$ cat src/rtl/alu_pkg.sv
// Shared definitions for the sequential ALU: RV funct3 opcodes and FSM state encoding.
package alu_pkg;

    localparam logic [2:0] F3_ADD_SUB = 3'b000;
    localparam logic [2:0] F3_SLL     = 3'b001;
    localparam logic [2:0] F3_SLT     = 3'b010;
    localparam logic [2:0] F3_SLTU    = 3'b011;
    localparam logic [2:0] F3_XOR     = 3'b100;
    localparam logic [2:0] F3_SRL_SRA = 3'b101;
    localparam logic [2:0] F3_OR      = 3'b110;
    localparam logic [2:0] F3_AND     = 3'b111;

    typedef enum logic [1:0] {
        ST_IDLE  = 2'd0,
        ST_SHIFT = 2'd1,
        ST_DONE  = 2'd2
    } state_t;

endpackage

$ cat src/rtl/alu_core.sv
// Combinational single-cycle ALU for all RV funct3 ops (barrel shifter for shifts).
// Ports:
//   i_a, i_b   operands (shifts use i_b[SHAMT_W-1:0] only)
//   i_func     funct3
//   i_f7_bit   funct7[5]: SUB / SRA select
//   i_is_imm   immediate form: funct3 000 is always ADD
//   o_y        result
module alu_core
    import alu_pkg::*;
#(
    parameter int unsigned WIDTH = 32
) (
    input  logic [WIDTH-1:0] i_a,
    input  logic [WIDTH-1:0] i_b,
    input  logic [2:0]       i_func,
    input  logic             i_f7_bit,
    input  logic             i_is_imm,
    output logic [WIDTH-1:0] o_y
);

    localparam int unsigned SHAMT_W = $clog2(WIDTH);

    logic [SHAMT_W-1:0] w_shamt;
    logic               w_slt;
    logic               w_sltu;

    assign w_shamt = i_b[SHAMT_W-1:0];
    assign w_slt   = $signed(i_a) < $signed(i_b);
    assign w_sltu  = i_a < i_b;

    // Operation select
    always_comb begin
        o_y = '0;
        case (i_func)
            F3_ADD_SUB: o_y = (i_f7_bit && !i_is_imm) ? (i_a - i_b) : (i_a + i_b);
            F3_SLL:     o_y = i_a << w_shamt;
            F3_SLT:     o_y = {{(WIDTH-1){1'b0}}, w_slt};
            F3_SLTU:    o_y = {{(WIDTH-1){1'b0}}, w_sltu};
            F3_XOR:     o_y = i_a ^ i_b;
            F3_SRL_SRA: o_y = i_f7_bit ? WIDTH'($signed(i_a) >>> w_shamt) : (i_a >> w_shamt);
            F3_OR:      o_y = i_a | i_b;
            F3_AND:     o_y = i_a & i_b;
            default:    o_y = '0;
        endcase
    end

endmodule

$ cat src/rtl/alu_seq.sv
// Sequential ALU wrapper: valid/ready handshake, optional bit-serial shifter, result hold.
// Ports:
//   clk, rst_n              clock, async active-low reset
//   in_valid / in_ready     request handshake (in_ready only in IDLE)
//   value1, value2          operands
//   func_type, f7_bit,      RV funct3, funct7[5], immediate form
//   is_imm
//   out_valid / out_ready   result handshake
//   result                  registered result
module alu_seq
    import alu_pkg::*;
#(
    parameter int unsigned WIDTH        = 32,
    parameter int unsigned SERIAL_SHIFT = 1
) (
    input  logic             clk,
    input  logic             rst_n,
    input  logic             in_valid,
    output logic             in_ready,
    input  logic [WIDTH-1:0] value1,
    input  logic [WIDTH-1:0] value2,
    input  logic [2:0]       func_type,
    input  logic             f7_bit,
    input  logic             is_imm,
    output logic             out_valid,
    input  logic             out_ready,
    output logic [WIDTH-1:0] result
);

    localparam int unsigned SHAMT_W = $clog2(WIDTH);

    state_t             r_state;
    state_t             w_state_nxt;
    logic [WIDTH-1:0]   r_work;
    logic [WIDTH-1:0]   r_result;
    logic [SHAMT_W-1:0] r_cnt;
    logic               r_right;
    logic               r_arith;

    logic [WIDTH-1:0]   w_core_y;
    logic [WIDTH-1:0]   w_work_nxt;
    logic [SHAMT_W-1:0] w_shamt;
    logic               w_is_shift;
    logic               w_serial_go;
    logic               w_accept;
    logic               w_last;
    logic               w_in_ready;
    logic               w_out_valid;

    alu_core #(.WIDTH(WIDTH)) u_core (
        .i_a      (value1),
        .i_b      (value2),
        .i_func   (func_type),
        .i_f7_bit (f7_bit),
        .i_is_imm (is_imm),
        .o_y      (w_core_y)
    );

    assign w_shamt     = value2[SHAMT_W-1:0];
    assign w_is_shift  = (func_type == F3_SLL) || (func_type == F3_SRL_SRA);
    // Zero-amount shifts take the single-cycle path even in serial mode
    assign w_serial_go = (SERIAL_SHIFT != 0) && w_is_shift && (w_shamt != '0);
    assign w_accept    = in_valid && w_in_ready;
    assign w_last      = (r_cnt == SHAMT_W'(1));

    // One-bit step of the working register; SRA refills with the held MSB
    always_comb begin
        w_work_nxt = r_work;
        if (r_right) begin
            w_work_nxt = {r_arith & r_work[WIDTH-1], r_work[WIDTH-1:1]};
        end else begin
            w_work_nxt = {r_work[WIDTH-2:0], 1'b0};
        end
    end

    // State register
    always_ff @(posedge clk or negedge rst_n) begin
        if (!rst_n) begin
            r_state <= ST_IDLE;
        end else begin
            r_state <= w_state_nxt;
        end
    end

    // Next-state logic
    always_comb begin
        w_state_nxt = r_state;
        case (r_state)
            ST_IDLE: begin
                if (w_accept) begin
                    w_state_nxt = w_serial_go ? ST_SHIFT : ST_DONE;
                end
            end
            ST_SHIFT: begin
                if (w_last) begin
                    w_state_nxt = ST_DONE;
                end
            end
            ST_DONE: begin
                if (out_ready) begin
                    w_state_nxt = ST_IDLE;
                end
            end
            default: w_state_nxt = ST_IDLE;
        endcase
    end

    // Output decode
    always_comb begin
        w_in_ready  = 1'b0;
        w_out_valid = 1'b0;
        case (r_state)
            ST_IDLE: w_in_ready  = 1'b1;
            ST_DONE: w_out_valid = 1'b1;
            default: ;
        endcase
    end

    // Datapath: capture on accept, serial shifting, result register
    always_ff @(posedge clk or negedge rst_n) begin
        if (!rst_n) begin
            r_work   <= '0;
            r_result <= '0;
            r_cnt    <= '0;
            r_right  <= 1'b0;
            r_arith  <= 1'b0;
        end else begin
            if (r_state == ST_IDLE && w_accept) begin
                r_right <= (func_type == F3_SRL_SRA);
                r_arith <= f7_bit;
                if (w_serial_go) begin
                    r_work <= value1;
                    r_cnt  <= w_shamt;
                end else begin
                    r_result <= w_core_y;
                end
            end else if (r_state == ST_SHIFT) begin
                r_work <= w_work_nxt;
                r_cnt  <= r_cnt - SHAMT_W'(1);
                if (w_last) begin
                    r_result <= w_work_nxt;
                end
            end
        end
    end

    assign in_ready  = w_in_ready;
    assign out_valid = w_out_valid;
    assign result    = r_result;

endmodule

$ cat config.mk
export PLATFORM = sky130hd
export DESIGN_NAME = alu_seq
export DESIGN_NICKNAME = d
export VERILOG_FILES = /design/src/rtl/alu_pkg.sv /design/src/rtl/alu_core.sv /design/src/rtl/alu_seq.sv
export SDC_FILE = /design/constraint.sdc
export NUM_CORES = 1
export LEC_CHECK = 0
export CAP_MARGIN = 10
export CORE_ASPECT_RATIO = 1.1
export CORE_MARGIN = 4
export CORE_UTILIZATION = 45
export DETAILED_ROUTE_END_ITERATION = 16
export PLACE_DENSITY = 0.66
export SYNTH_ARGS = -nofsm -noshare
export SYNTH_HDL_FRONTEND = slang
export SYNTH_HIERARCHICAL = 1
export SYNTH_SLANG_ARGS = --single-unit
export TNS_END_PERCENT = 30
$ cat constraint.sdc
create_clock -name clk -period 3 [get_ports clk]
set_input_delay 0.6 -clock clk [delete_from_list [all_inputs] [get_ports clk]]
set_output_delay 0.6 -clock clk [all_outputs]
set_load 0.05 [all_outputs]
==> out/metrics.yaml, run 1 <==
run_status:
  status: "complete, but fails checks"
  violations: "negative setup slack"
yosys:
  postSynthSeqShare_pct: 14.6
  top_area_cell: "dfrtp_1"
  synth_warnings: 6
  ys_sh_adder_pct: 10.2
  synthArstFlopShare_pct: 100
  synth_cell_type_count: 90
floorplanning:
  tap_cells: 357
  dieArea_um2: 30500
  ios: 107
  die-width_um: 167
  num_rows: 63
route:
  antenna_left: 0
  highest_layer: "met5"
  wl_um: 60900
  wl_met3_um: 6290
final_timing:
  worst_slack_ns: -0.0923
  setup_violations: 7
  min_period_over_period_pct: 103
worst_setup_path:
  crit_type: "primary input to flip-flop"
  cp.arrival_ns: 3.36
  rr_startpoint: "r_state[0]"
  cp-end-kind: "flip-flop"
clocking:
  cts_buffers: 9
grt:
  top_usage_layer: "met2"
  grt_pass1_wl_um: 90200
  grt-ovfl-total: 0
finish:
  logic_gates: 1305
  n_clock_buffer: 12
  area_delta_synth_final_pct: 52.5
  seq_share_pct: 9.59
job:
  warnings: 95
pwr:
  vdd_ir_drop_max_mv: 1.16
run 1: layout by cell type, fill, tap and decap left out, types with 12 or more instances in the layout:
cell / count
o21ai_1: 47
dlymetal6s2s_1: 13
a21oi_2: 27
a22o_1: 18
inv_1: 130
a22oi_1: 12
buf_6: 29
a211oi_1: 18
buf_4: 473
ha_4: 38
o221ai_1: 16
clkdlybuf4s50_1: 56
nor2_1: 123
xnor2_1: 18
mux2i_1: 142
nor3_1: 25
a21oi_1: 93
nand2_1: 129
a21o_1: 13
mux4_2: 25
nand3_1: 19
ha_1: 50
o211ai_1: 61
dfrtp_1: 72
inv_2: 43
o21ai_0: 129
run 1: registers in the layout (all words and copies together) (netlist names):
| register | count |
|---|---|
| r_work | 32 |
| r_state | 2 |
| result | 32 |
| r_cnt | 5 |
| r_arith | 1 |
| r_right | 1 |
run 1: worst max-delay path, delay by kind of cell:
| kind | cells | cell delay [ns] |
|---|---|---|
| and+or+nand+nor | 2 | 0.17 |
| buffers and inverters | 5 | 0.52 |
| adders and majority gates | 2 | 0.52 |
| xor gates and xnor gates | 1 | 0.18 |
| AOI/OAI and AO/OA | 7 | 1.21 |
| muxes | 1 | 0.14 |
run 1: stage by stage:
stage	power (uW)	setup TNS (ns)	instance area [um^2]	hold slack [ns]	cells
detailed placement	7800	-24.93	17000	0.479	2481
CTS	9210	-0.0688	18300	0.241	2530
global placement	7690	-24.18	17000	0.469	2481
finish	9580	-0.192	19100	0.234	2543
floorplan	5550	-1.60	12700	0.304	1692
global route	10100	-1.66	19100	0.275	2543
run 1: repair_timing:
item | in CTS | in global routing
resized | 285 | 196
endpoints found under the hold margin | 0 | 0
endpoints found under the setup margin | 31 | 30
setup buffers | 34 | 14
pin swaps | 92 | 105
run 1: power by group:
part           switching (uW)  internal, uW
clock                     475           691
sequential                395          1480
combinational            3850          2690
Figure 1. Floorplan with the power grid (run 1).
(2 px per um) Pins as bars on the die edge.
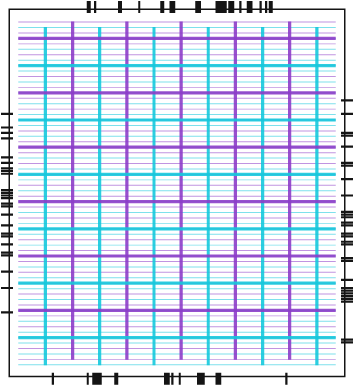
VDD: shown in purple. VSS: shown in cyan.
64 met1 rails follow the rows. The core has 63 rows. 107 signal pins sit on the boundary. 11 straps on met4. 12 straps on met5.

Figure 2. Track usage over the die (run 1).
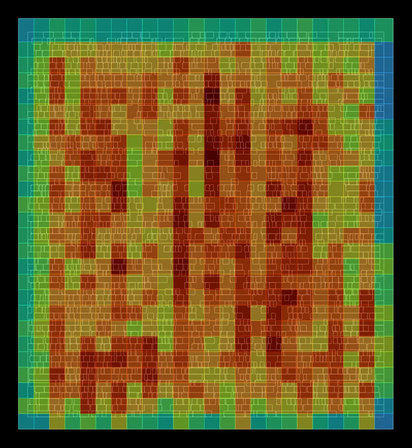
met2 GRT Util: 60.7%
drt wl/cell: 24.0 um
fin util: 70.1%
GR Layer Usage met3: 6.08%

Figure 3. Clock network drawn from the DEF (run 1).
(3 px per um)
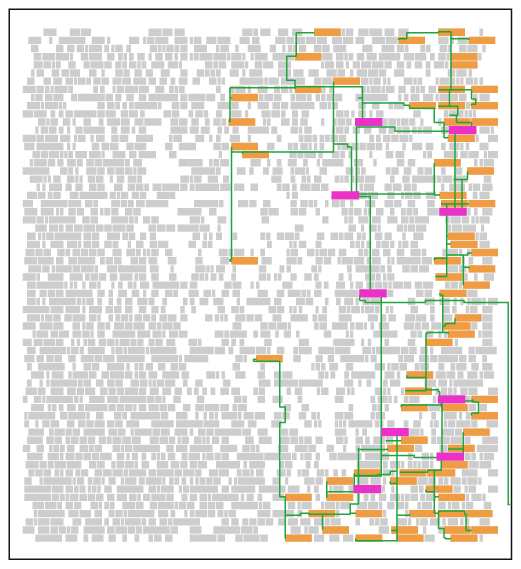
clock wires: shown in green, length 1300 um. clock-net drivers: shown in magenta, count 9. flip-flops: shown in orange, count 73.
There are 10 routed clock nets.
Clock power frac: 12.2%
Worst-Skew Late Latency: 0.36 ns
clk pwr: 1170 uW
Worst Skew: 0.0132 ns

Figure 4. Register map, names as in the netlist (run 1).
(2 px per um) Other sequential cells in the stronger gray, the rest of the logic in the fainter gray.
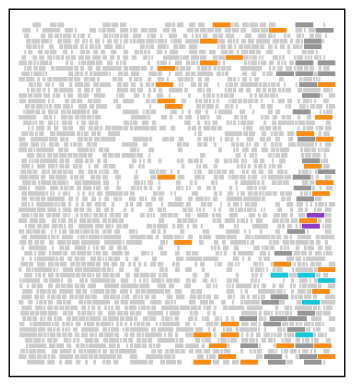

--- run 2 (diff from run 1) ---
Settings changed: PLACE_DENSITY 0.66 to 0.71.
Clock period 3 ns to 3.75 ns, I/O delays scaled along.
Figure 5. Register map, names as in the netlist (run 2).
(2 px per um) Other sequential cells in the stronger gray, the rest of the logic in the fainter gray.
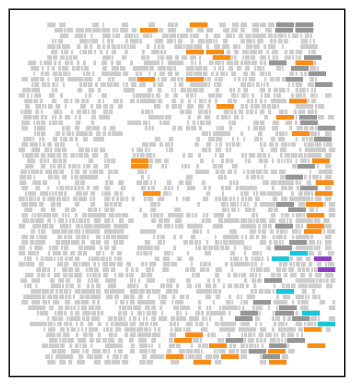
`r_state`: shown in purple, placed flops 2. `result`: shown in orange, placed flops 32. `r_cnt`: shown in cyan, placed flops 5, where bottom right.

==> out/metrics.yaml, run 2 <==
run_status:
  status: "completed"
worst_setup_path:
  crit_type: "primary input to flip-flop"
  cp.arrival_ns: 3.92
  cp-end-kind: "flip-flop"
  rr_startpoint: "r_cnt[1]"
grt:
  grt_pass1_wl_um: 83100
  grt_start_max_net_pins: 74
  grt-ovfl-total: 0
clocking:
  ctsResizeCount: 9
  cts_buffers: 9
  clk_latency_ns: 0.36
yosys:
  synthArstFlopShare_pct: 100
  synth_warnings: 6
  top_cell: "inv_1"
  synth_cell_type_count: 90
  synthCells: 1692
  top_area_cell: "dfrtp_1"
  postSynthSeqShare_pct: 14.6
placement:
  io_buffer_count: 106
  place_area_um2: 15800
  dpl.cell_count: 2331
finish:
  finalNonFillerCells: 2348
  finalInstanceArea_um2: 16500
  area_delta_synth_final_pct: 31.9
  lay_top_count: "buf_4"
  layout_top_cells: "buf_4 (298), inv_1 (175), o21ai_0 (154), mux2i_1 (143), nand2_1 (135)"
  final_core_util_pct: 60.7
final_timing:
  clock.fmax_ghz: 0.272
  setup_violations: 0
  fin_skew_ns: 0.0131
  min_period_over_period_pct: 98.2
  hold_ws_ns: 0.494
  fin_setup_tns_ns: 0
  worst_slack_ns: 0.0677
  hold_viol: 0
pwr:
  power.total_uw: 7230
  vdd_ir_drop_max_mv: 0.709
route:
  antenna_left: 0
  wl_um: 55600
  wire_per_inst_um: 23.7
floorplanning:
  dieArea_um2: 30500
  initCoreUtil_pct: 46.0
  die-width_um: 167
  ios: 107
  num_rows: 63
job:
  warnings: 95
hold_path:
  hold_class: "flip-flop to flip-flop"
-- run 2: cell counts after synthesis --
Identical to the previous run, type by type.
-- run 2: cell type report --
type,count,share of cell area (%)
Multi-Input combinational cell,1305,59.0
Timing Repair Buffer,413,21.0
Sequential cell,73,11.1
Inverter,184,4.19
Tap cell,357,2.71
Clock buffer,10,1.45
Clock inverter,6,0.546
-- run 2: per-layer routing --
metal	vias to the layer above	wire [um]	global-route usage (%)
met5	-	0	0
met3	124	5720	6.10
met1	7105	23500	48.7
li1	6725	-	-
met2	898	24400	53.5
met4	0	2010	12.5
-- run 2: power breakdown --
part	internal, uW	switching [uW]	leakage (uW)	total [uW]
Sequential	1180	331	0.000823	1510
Combinational	1860	2870	0.00673	4720
Clock	604	392	0.000159	996
-- run 2: logic make-up after synthesis --
family | synth area share [%]
buf+inv | 10.7
compound gates | 31.7
xor+xnor | 2.03
simple gates | 14.4
flops | 14.6
fa+ha+maj | 10.2
mux | 16.4
-- run 2: critical path, cell delays in order --
cell and delay, ns:
clkdlybuf4s50_1 0.48, buf_4 0.16, ha_2 0.25, buf_4 0.13
nor2_1 0.06, o31ai_4 0.32, a211oi_4 0.15, o31ai_4 0.28
nand2_2 0.13, o31a_1 0.35, a32oi_2 0.23, nor2_1 0.07
a211o_1 0.27, o21ai_0 0.18, mux2i_1 0.10
-- run 2: final timing paths --
check | endpoint | slack (ns) | cells after the start
worst min-delay path | r_arith | 0.49 | 2
max in group asynchronous | r_work[26] | 2.52 | 1
worst max-delay path | result[31] | 0.07 | 15
min in group asynchronous | r_work[5] | 0.54 | 1
worst max register to register | result[24] | 1.39 | 6
worst min register to register | r_arith | 0.49 | 2
Power is estimated from default activity; no workload was simulated.
